**src/rtl/cnn_pkg.sv**
```systemverilog
// cnn_pkg: helpers shared by the CNN pipeline stages (convolution_stage,
// max_pool_stage): beat-width derivation, signed lane max and the default
// pixel beat type.
package cnn_pkg;

   localparam int CNN_NUM_K    = 4;
   localparam int CNN_BIT_SIZE = 4;
   localparam int CNN_CPP      = 2;

   // Channels carried per beat: ceil(num_k / cpp).
   function automatic int pe_count(input int num_k, input int cpp);
      return (num_k + cpp - 1) / cpp;
   endfunction

   localparam int CNN_PE = pe_count(CNN_NUM_K, CNN_CPP);

   // One channel value and one beat of channels for the default configuration.
   typedef logic signed [CNN_BIT_SIZE-1:0] lane_t;
   typedef lane_t [CNN_PE-1:0] pixel_beat_t;

   // Signed max of two lanes. Callers sign-extend narrower lanes into the
   // 32-bit operands and truncate the result back to their own width, so one
   // function serves every BitSize.
   function automatic logic signed [31:0] lane_max(input logic signed [31:0] a,
                                                   input logic signed [31:0] b);
      return (a > b) ? a : b;
   endfunction

endpackage

```
**src/rtl/pool_line_buffer.sv**
```systemverilog
// pool_line_buffer: one half-width row of partial maxima for the pooling stage.
// One write port and one combinational read port; the entry address is
// {col/2, beat}, i.e. (col/2)*CyclesPerPixel + beat, formed by the caller.
module pool_line_buffer
   import cnn_pkg::*;
#(
   parameter int Depth = 1,
   parameter int Width = 8,
   localparam int AddrW = (Depth > 1) ? $clog2(Depth) : 1
) (
   input  logic             clk,
   input  logic             wr_en,
   input  logic [AddrW-1:0] wr_addr,
   input  logic [Width-1:0] wr_data,
   input  logic [AddrW-1:0] rd_addr,
   output logic [Width-1:0] rd_data
);

   logic [Width-1:0] mem [Depth];

   // Storage write; contents are never reset because every read of an entry
   // within a frame is preceded by a write to it from the even row above.
   always_ff @(posedge clk) begin
      if (wr_en) begin
         mem[wr_addr] <= wr_data;
      end
   end

   // The odd-row even-column beat merges the stored partial max in the same
   // cycle it arrives, so the read is combinational.
   assign rd_data = mem[rd_addr];

endmodule

```
**src/rtl/max_pool_stage.sv**
```systemverilog
// max_pool_stage: 2x2, stride-2 signed max pooling over the multi-beat channel
// stream produced by convolution_stage. Pixels arrive in raster order, each as
// CyclesPerPixel beats of ProcessingElements channels; pooled pixels leave in
// the same beat format at half resolution.
//
// Optional build macro MAX_POOL_RELU_EN: when defined every pooled lane is
// clamped to max(x, 0); when undefined the signed max is passed unchanged.
//
// Handshake: a beat moves on a channel when valid && ready are both high at a
// rising clock edge. valid never depends on ready and, once raised, is held
// with stable data until the beat is taken. in_ready = !out_valid || out_ready,
// so the output register may drain and reload in the same cycle.
module max_pool_stage
   import cnn_pkg::*;
#(
   parameter int NumberOfK      = 4,
   parameter int BitSize        = 4,
   parameter int InWidth        = 2,
   parameter int InHeight       = 2,
   parameter int CyclesPerPixel = 2,
   localparam int ProcessingElements = pe_count(NumberOfK, CyclesPerPixel)
) (
   input  logic                                 clk,
   input  logic                                 res,
   input  logic                                 in_valid,
   output logic                                 in_ready,
   input  logic [ProcessingElements*BitSize-1:0] in_data,
   output logic                                 out_valid,
   input  logic                                 out_ready,
   output logic [ProcessingElements*BitSize-1:0] out_data,
   output logic                                 out_done
);

   localparam int PE         = ProcessingElements;
   localparam int BeatW      = (CyclesPerPixel > 1) ? $clog2(CyclesPerPixel) : 1;
   localparam int ColW       = (InWidth > 1) ? $clog2(InWidth) : 1;
   localparam int RowW       = (InHeight > 1) ? $clog2(InHeight) : 1;
   localparam int LbDepth    = ((InWidth / 2) > 0) ? (InWidth / 2) * CyclesPerPixel : 1;
   localparam int LbAddrW    = (LbDepth > 1) ? $clog2(LbDepth) : 1;
   // Last row/column that closes a 2x2 window (odd dimensions round down).
   localparam int LastOddRow = (InHeight / 2) * 2 - 1;
   localparam int LastOddCol = (InWidth / 2) * 2 - 1;
   // An odd dimension leaves a trailing row/column that is consumed unused.
   localparam bit ColDropEn  = (InWidth % 2) == 1;
   localparam bit RowDropEn  = (InHeight % 2) == 1;

   typedef logic [BitSize-1:0] lane_bits_t;
   typedef lane_bits_t [PE-1:0] beat_t;

   // Lane-wise signed max of two beats, no widening.
   function automatic beat_t beat_max(input beat_t a, input beat_t b);
      beat_t r;
      for (int i = 0; i < PE; i++) begin
         r[i] = BitSize'(lane_max(32'(signed'(a[i])), 32'(signed'(b[i]))));
      end
      return r;
   endfunction

   // Final pooled value for one output beat.
   function automatic beat_t pool_result(input beat_t a, input beat_t b);
      beat_t r;
      r = beat_max(a, b);
`ifdef MAX_POOL_RELU_EN
      for (int i = 0; i < PE; i++) begin
         if (r[i][BitSize-1]) begin
            r[i] = '0;
         end
      end
`endif
      return r;
   endfunction

   // Raster position of the beat currently offered on the input.
   logic [BeatW-1:0]   beat;
   logic [ColW-1:0]    col;
   logic [RowW-1:0]    row;

   logic               hs;
   logic               beat_last;
   logic               col_last;
   logic               row_last;
   logic               col_drop;
   logic               row_drop;
   logic               col_odd;
   logic               row_odd;
   logic               frame_last;

   beat_t              in_beat;
   beat_t              pair_reg [CyclesPerPixel];
   beat_t              pair_next;
   logic               load_pair;
   logic               load_out;
   beat_t              out_next;

   logic               lb_we;
   logic [LbAddrW-1:0] lb_addr;
   beat_t              lb_wr;
   beat_t              lb_rd;

   assign in_beat  = in_data;
   assign in_ready = !out_valid || out_ready;
   assign hs       = in_valid && in_ready;

   // Position decode: wrap points, discarded trailing row/column, frame end.
   always_comb begin
      beat_last  = (beat == BeatW'(CyclesPerPixel - 1));
      col_last   = (col == ColW'(InWidth - 1));
      row_last   = (row == RowW'(InHeight - 1));
      col_drop   = ColDropEn && col_last;
      row_drop   = RowDropEn && row_last;
      col_odd    = col[0];
      row_odd    = row[0];
      frame_last = (int'(row) == LastOddRow) && (int'(col) == LastOddCol) && beat_last;
   end

   // Pooling datapath: pick which storage the accepted beat updates.
   //   even row, even col : pair <= in
   //   even row, odd col  : linebuf <= max(pair, in)
   //   odd row,  even col : pair <= max(linebuf, in)
   //   odd row,  odd col  : output <= max(pair, in)
   always_comb begin
      lb_addr   = LbAddrW'(int'(col >> 1) * CyclesPerPixel + int'(beat));
      lb_we     = 1'b0;
      lb_wr     = beat_max(pair_reg[beat], in_beat);
      load_pair = 1'b0;
      pair_next = in_beat;
      load_out  = 1'b0;
      out_next  = pool_result(pair_reg[beat], in_beat);
      if (hs && !col_drop && !row_drop) begin
         if (!row_odd) begin
            if (!col_odd) begin
               load_pair = 1'b1;
            end else begin
               lb_we = 1'b1;
            end
         end else begin
            if (!col_odd) begin
               load_pair = 1'b1;
               pair_next = beat_max(lb_rd, in_beat);
            end else begin
               load_out = 1'b1;
            end
         end
      end
   end

   // Beat/column/row counters; they move only on an accepted input beat.
   always_ff @(posedge clk) begin
      if (res) begin
         beat <= '0;
         col  <= '0;
         row  <= '0;
      end else if (hs) begin
         if (beat_last) begin
            beat <= '0;
            if (col_last) begin
               col <= '0;
               row <= row_last ? '0 : row + 1'b1;
            end else begin
               col <= col + 1'b1;
            end
         end else begin
            beat <= beat + 1'b1;
         end
      end
   end

   // Pair register, one slot per beat; not reset since it is always written
   // at the even column before the odd column reads it.
   always_ff @(posedge clk) begin
      if (load_pair) begin
         pair_reg[beat] <= pair_next;
      end
   end

   // Output register: load on a producing beat, otherwise hold until taken.
   always_ff @(posedge clk) begin
      if (res) begin
         out_valid <= 1'b0;
         out_done  <= 1'b0;
         out_data  <= '0;
      end else if (load_out) begin
         out_valid <= 1'b1;
         out_done  <= frame_last;
         out_data  <= out_next;
      end else if (out_ready) begin
         out_valid <= 1'b0;
         out_done  <= 1'b0;
      end
   end

   pool_line_buffer #(
      .Depth (LbDepth),
      .Width (PE * BitSize)
   ) u_line_buffer (
      .clk     (clk),
      .wr_en   (lb_we),
      .wr_addr (lb_addr),
      .wr_data (lb_wr),
      .rd_addr (lb_addr),
      .rd_data (lb_rd)
   );

endmodule

```
**config.mk**
```make
export PLATFORM = sky130hd
export DESIGN_NAME = max_pool_stage
export DESIGN_NICKNAME = d
export VERILOG_FILES = /design/src/rtl/cnn_pkg.sv /design/src/rtl/pool_line_buffer.sv /design/src/rtl/max_pool_stage.sv
export SDC_FILE = /design/constraint.sdc
export NUM_CORES = 1
export LEC_CHECK = 0
export CORE_AREA = 2 2 104 56
export CTS_CLUSTER_DIAMETER = 50
export DETAILED_ROUTE_END_ITERATION = 16
export DIE_AREA = 0 0 106 58
export PLACE_DENSITY_LB_ADDON = 0.15
export SLEW_MARGIN = 20
export SYNTH_ARGS = -nofsm -noshare
export SYNTH_HDL_FRONTEND = slang
export SYNTH_SLANG_ARGS = --single-unit
```
**constraint.sdc**
```tcl
create_clock -name clk -period 3.8 [get_ports clk]
set_clock_uncertainty 0.15 [all_clocks]
set_input_delay 0.76 -clock clk [delete_from_list [all_inputs] [get_ports clk]]
set_output_delay 0.76 -clock clk [all_outputs]
set_load 0.005 [all_outputs]
```
Run 1, cells by drive strength:
Scale: 3 px per um.
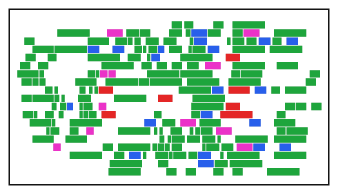
- x3 and x4: magenta (cells 11; share 5.6%)
- x2: blue (cells 20; share 10%)
- x1 and smaller: green (cells 158; share 81%)
- x6 and larger: red (cells 7; share 3.6%)

Run 1, placed standard cells:
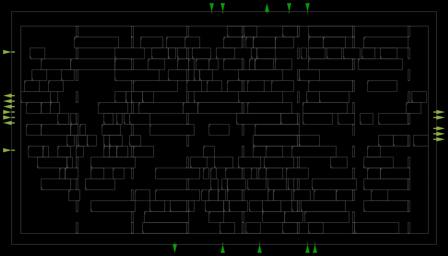
Core Util, Final: 0.517
flip-flops: 46

==> impl_metrics.env, run 1 <==
# yosys + openroad results
export IMPL_diodes=0
export IMPL_ys_area_um2=2270
export IMPL_startpoint_type="register"
export IMPL_finalSetupViolCount=0
export IMPL_power_group_top="registers"
export IMPL_top_layer="met4"
export IMPL_taps=73
export IMPL_num_rows=19
export IMPL_drc=0
export IMPL_core_um2=5250
export IMPL_synthDistinctLibCells=34
export IMPL_endpoint_kind="register"
export IMPL_drive_above_1_share=0.194
export IMPL_grt_use_total=0.160
export IMPL_postCtsHoldBufs=0
export IMPL_wl_met3_um=275
export IMPL_p_switching_w=0.000269
export IMPL_grt_max_degree=15
export IMPL_layout_nonclk_buf_frac=0.0995
export IMPL_topCellsByArea="edfxtp_1, dfxtp_1, ha_1, mux2_2, mux2_4"
export IMPL_inverters=9
export IMPL_status="complete, no violations"
export IMPL_clock_buffers=6
export IMPL_fmax_ghz=0.335
export IMPL_combPwrFrac=0.178
export IMPL_clkSlewWorstSetupHoldPaths_ns=0.09
export IMPL_synth_stat_cells=166
export IMPL_root_buffer="clkbuf_8"
export IMPL_crit_arrival_ns=3.02
export IMPL_cts_setup_buffers=0
export IMPL_hold_path_class="reg -> reg"
export IMPL_ys_seq_share=0.548
export IMPL_die_h_um=58
export IMPL_cts_resized=0
export IMPL_p_seq_frac=0.509
export IMPL_insertion_delay_ns=0.29
export IMPL_min_period_ns=2.98
export IMPL_largest_class="flip-flops and latches"
export IMPL_sh_comb_area=0.357
export IMPL_yosysTopAreaCell="edfxtp_1"
export IMPL_fp_nets=195
export IMPL_hold_start="out_data[1]$_SDFFE_PP0P_"
export IMPL_layout_setup_ws_ns=0.819
Run 1, where the registers sit:
Scale: 4 px per um. Other sequential cells in the stronger gray, the rest of the logic in the fainter gray.
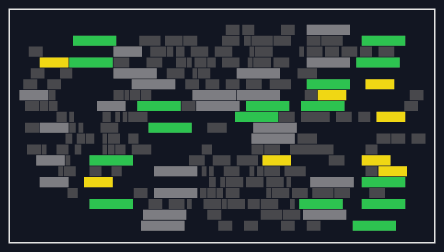
- u_line_buffer.mem: green (flops 16; where spread over the die)
- out_data: yellow (flops 8)

Run 1, PDN straps and rails:
Scale: 6 px per um. Pins as bars on the die edge.
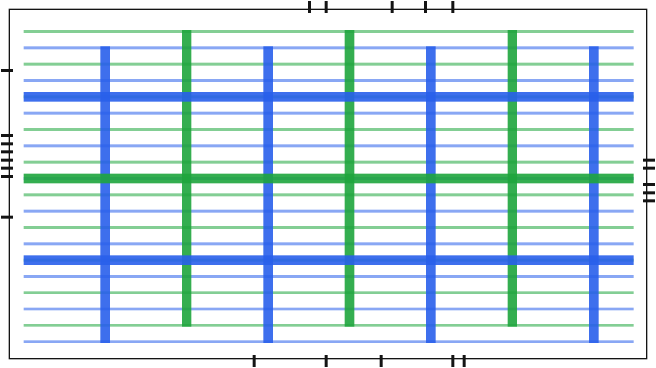
- VDD: green
- VSS: blue
- met1 rails: 20
- met4 straps: 7
- signal pins: 23

[run 1: through the flow]
stage | std cells | power, W | area (um2)
after global placement | 261 | 0.000785 | 2610
final | 269 | 0.00113 | 2720
after global routing | 269 | 0.00119 | 2720
after floorplan | 166 | 0.000731 | 2270
after detailed placement | 261 | 0.000790 | 2610
after CTS | 269 | 0.00114 | 2720
[run 1: metal layers]
metal  track usage  vias up
li1              -      677
met1         0.230      648
met2         0.242       39
met3        0.0461        2
met4        0.0338        0
met5             0        -
[run 1: cell families (layout without fill, tap and decap cells)]
family / count (synthesis) / count (layout) / share of synthesized area
fa+ha+maj: 17 / 17 / 0.0939
mux: 32 / 32 / 0.165
flops: 46 / 46 / 0.548
buf+inv: 14 / 44 / 0.0248
simple gates: 34 / 34 / 0.0784
xor+xnor: 3 / 3 / 0.0116
compound gates: 20 / 20 / 0.0784
[run 1: cell usage in the layout (no fill, tap or decap), types with 2 or more instances in the layout]
| cell | instances |
|---|---|
| a2111oi_2 | 2 |
| a21oi_1 | 3 |
| a22o_1 | 8 |
| and3b_1 | 2 |
| buf_4 | 4 |
| clkbuf_8 | 5 |
| clkdlybuf4s50_1 | 22 |
| dfxtp_1 | 14 |
| edfxtp_1 | 32 |
| ha_1 | 17 |
| inv_1 | 9 |
| mux2_1 | 6 |
| mux2_2 | 13 |
| mux2_4 | 6 |
| mux2i_1 | 7 |
| nand2_1 | 6 |
| nand3_1 | 6 |
| nand3b_1 | 2 |
| nor2_1 | 8 |
| nor2b_1 | 3 |
| o22ai_2 | 2 |
| xnor2_1 | 2 |
[run 1: worst max-delay path, stage by stage (launching register included)]
cell       delay (ns)
dfxtp_1          0.56
buf_12           0.20
mux2_2           0.36
ha_1             0.32
and3b_1          0.20
a2111oi_2        0.30
o22ai_2          0.24
mux2_4           0.36
a22o_1           0.20
--- run 2 (diff from run 1) ---
==> constraint.sdc (replaced) <==
create_clock -name clk -period 2.75 [get_ports clk]
set_clock_uncertainty 0.15 [all_clocks]
set_input_delay 0.55 -clock clk [delete_from_list [all_inputs] [get_ports clk]]
set_output_delay 0.55 -clock clk [all_outputs]
set_load 0.005 [all_outputs]
==> run 2 against run 1 <==
Compared with the run above:
- area after synthesis unchanged
- critical path depth unchanged
- combinational power rose by 76%
- register-to-register slack got worse by 0.75 ns
- synthesized cell count did not move
- core utilization grew 4.3 points
- critical endpoint is now pair_reg[1][5]$_DFFE_PP_
==> impl_metrics.env, run 2 <==
# yosys + openroad results
export IMPL_place_inst=280
export IMPL_topCellsByArea="edfxtp_1, dfxtp_1, ha_1, mux2_2, mux2_4"
export IMPL_busiest_layer="met2"
export IMPL_diodes=0
export IMPL_hold_path_class="reg -> reg"
export IMPL_grt_max_degree=15
export IMPL_dp_hpwl_mm=3.70
export IMPL_layout_top_cell="edfxtp_1"
export IMPL_root_buffer="clkbuf_8"
export IMPL_cp_depth=8
export IMPL_crit_family="multiplexers"
export IMPL_ys_seq_share=0.548
export IMPL_fp_nets=195
export IMPL_status="complete, no violations"
export IMPL_grt_use_total=0.164
export IMPL_yosysTopAreaCell="edfxtp_1"
export IMPL_met1_usage=0.240
export IMPL_stdcell_count=290
export IMPL_top_layer="met4"
export IMPL_endpoint_kind="register"
export IMPL_met2_usage=0.248
export IMPL_worst_path_buf_inv=1
export IMPL_drive_above_1_share=0.304
export IMPL_cpPeakStageDelay_ns=0.38
export IMPL_crit_chain="buf_12, mux2_2, ha_1, nor2b_1, o21a_1, o311ai_1, a21oi_2, mux2_1"
export IMPL_startpoint_type="register"
export IMPL_drc=0
export IMPL_ys_area_um2=2270
export IMPL_min_period_ns=2.68
export IMPL_num_rows=19
export IMPL_utilization=0.560
export IMPL_synth_stat_cells=166
export IMPL_synthDistinctLibCells=34
export IMPL_critical_path_slowest_cell="mux2_1"
export IMPL_crit_arrival_ns=2.56
-- run 2: kinds of logic (layout without fill, tap and decap cells) --
group,after synthesis,in the layout,share of synthesized area
compound gates,20,20,0.0784
xor+xnor,3,3,0.0116
fa+ha+maj,17,17,0.0939
buf+inv,14,65,0.0248
flops,46,46,0.548
mux,32,32,0.165
simple gates,34,34,0.0784
-- run 2: worst min-delay path by stage --
stage	start	endpoint	slack, ns	cells past startpoint
finish	out_data[0]$_SDFFE_PP0P_	out_data[0]$_SDFFE_PP0P_	0.34	1
global route	out_data[4]$_SDFFE_PP0P_	out_data[4]$_SDFFE_PP0P_	0.36	1
CTS	out_data[1]$_SDFFE_PP0P_	out_data[1]$_SDFFE_PP0P_	0.34	1
detailed placement	out_data[5]$_SDFFE_PP0P_	out_data[5]$_SDFFE_PP0P_	0.32	1
global placement	out_data[4]$_SDFFE_PP0P_	out_data[4]$_SDFFE_PP0P_	0.31	1
floorplan	out_data[1]$_SDFFE_PP0P_	out_data[1]$_SDFFE_PP0P_	0.32	1
-- run 2: timing repair --
item	CTS	global route
pin swaps	1	6
cloned	0	0
hold buffers	0	0
buffers inserted	0	2
endpoints found under the setup margin	3	26
resized	1	11
-- run 2: area by class of cell --
type / instances / share of cell area
repair buffers: 48 / 0.145
clock buffers: 5 / 0.0234
inverters: 9 / 0.0115
multi-input cells: 106 / 0.353
clock inverters: 3 / 0.0136
flip-flops and latches: 46 / 0.422
well taps: 73 / 0.0311
-- run 2: report_power, final --
part | leakage, nW | internal [W] | total [W] | switching (W)
sequential | 0.408 | 0.000781 | 0.000792 | 0.0000115
clock | 0.0579 | 0.000267 | 0.000484 | 0.000216
combinational | 0.696 | 0.000187 | 0.000356 | 0.000169
total | 1.16 | 0.00123 | 0.00163 | 0.000397
Run 2, PDN straps and rails:
Scale: 6 px per um. Pins as bars on the die edge.
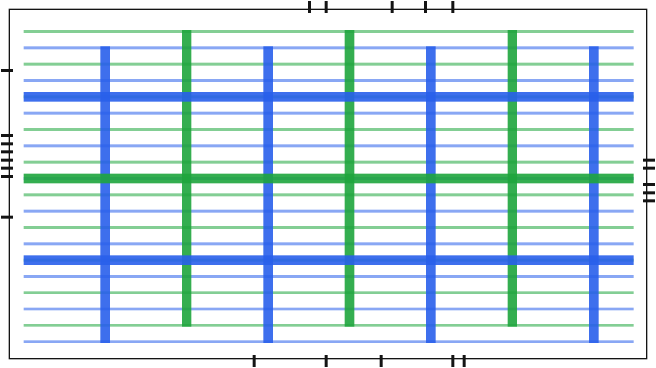
chip width: 106 um
Die Ht: 58 um
core footprint: 5250 um2

Run 2, cells by drive strength:
Scale: 3 px per um.
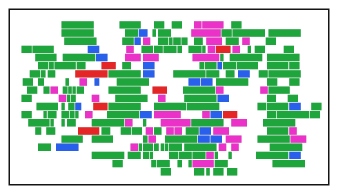
Final WS setup: 0.0721 ns
P&R area growth vs syn: 29.8%
final instance area: 2940 um2
Non-clk bufs: 48

Power figures rest on the tool's default switching activity, not on a simulated workload.
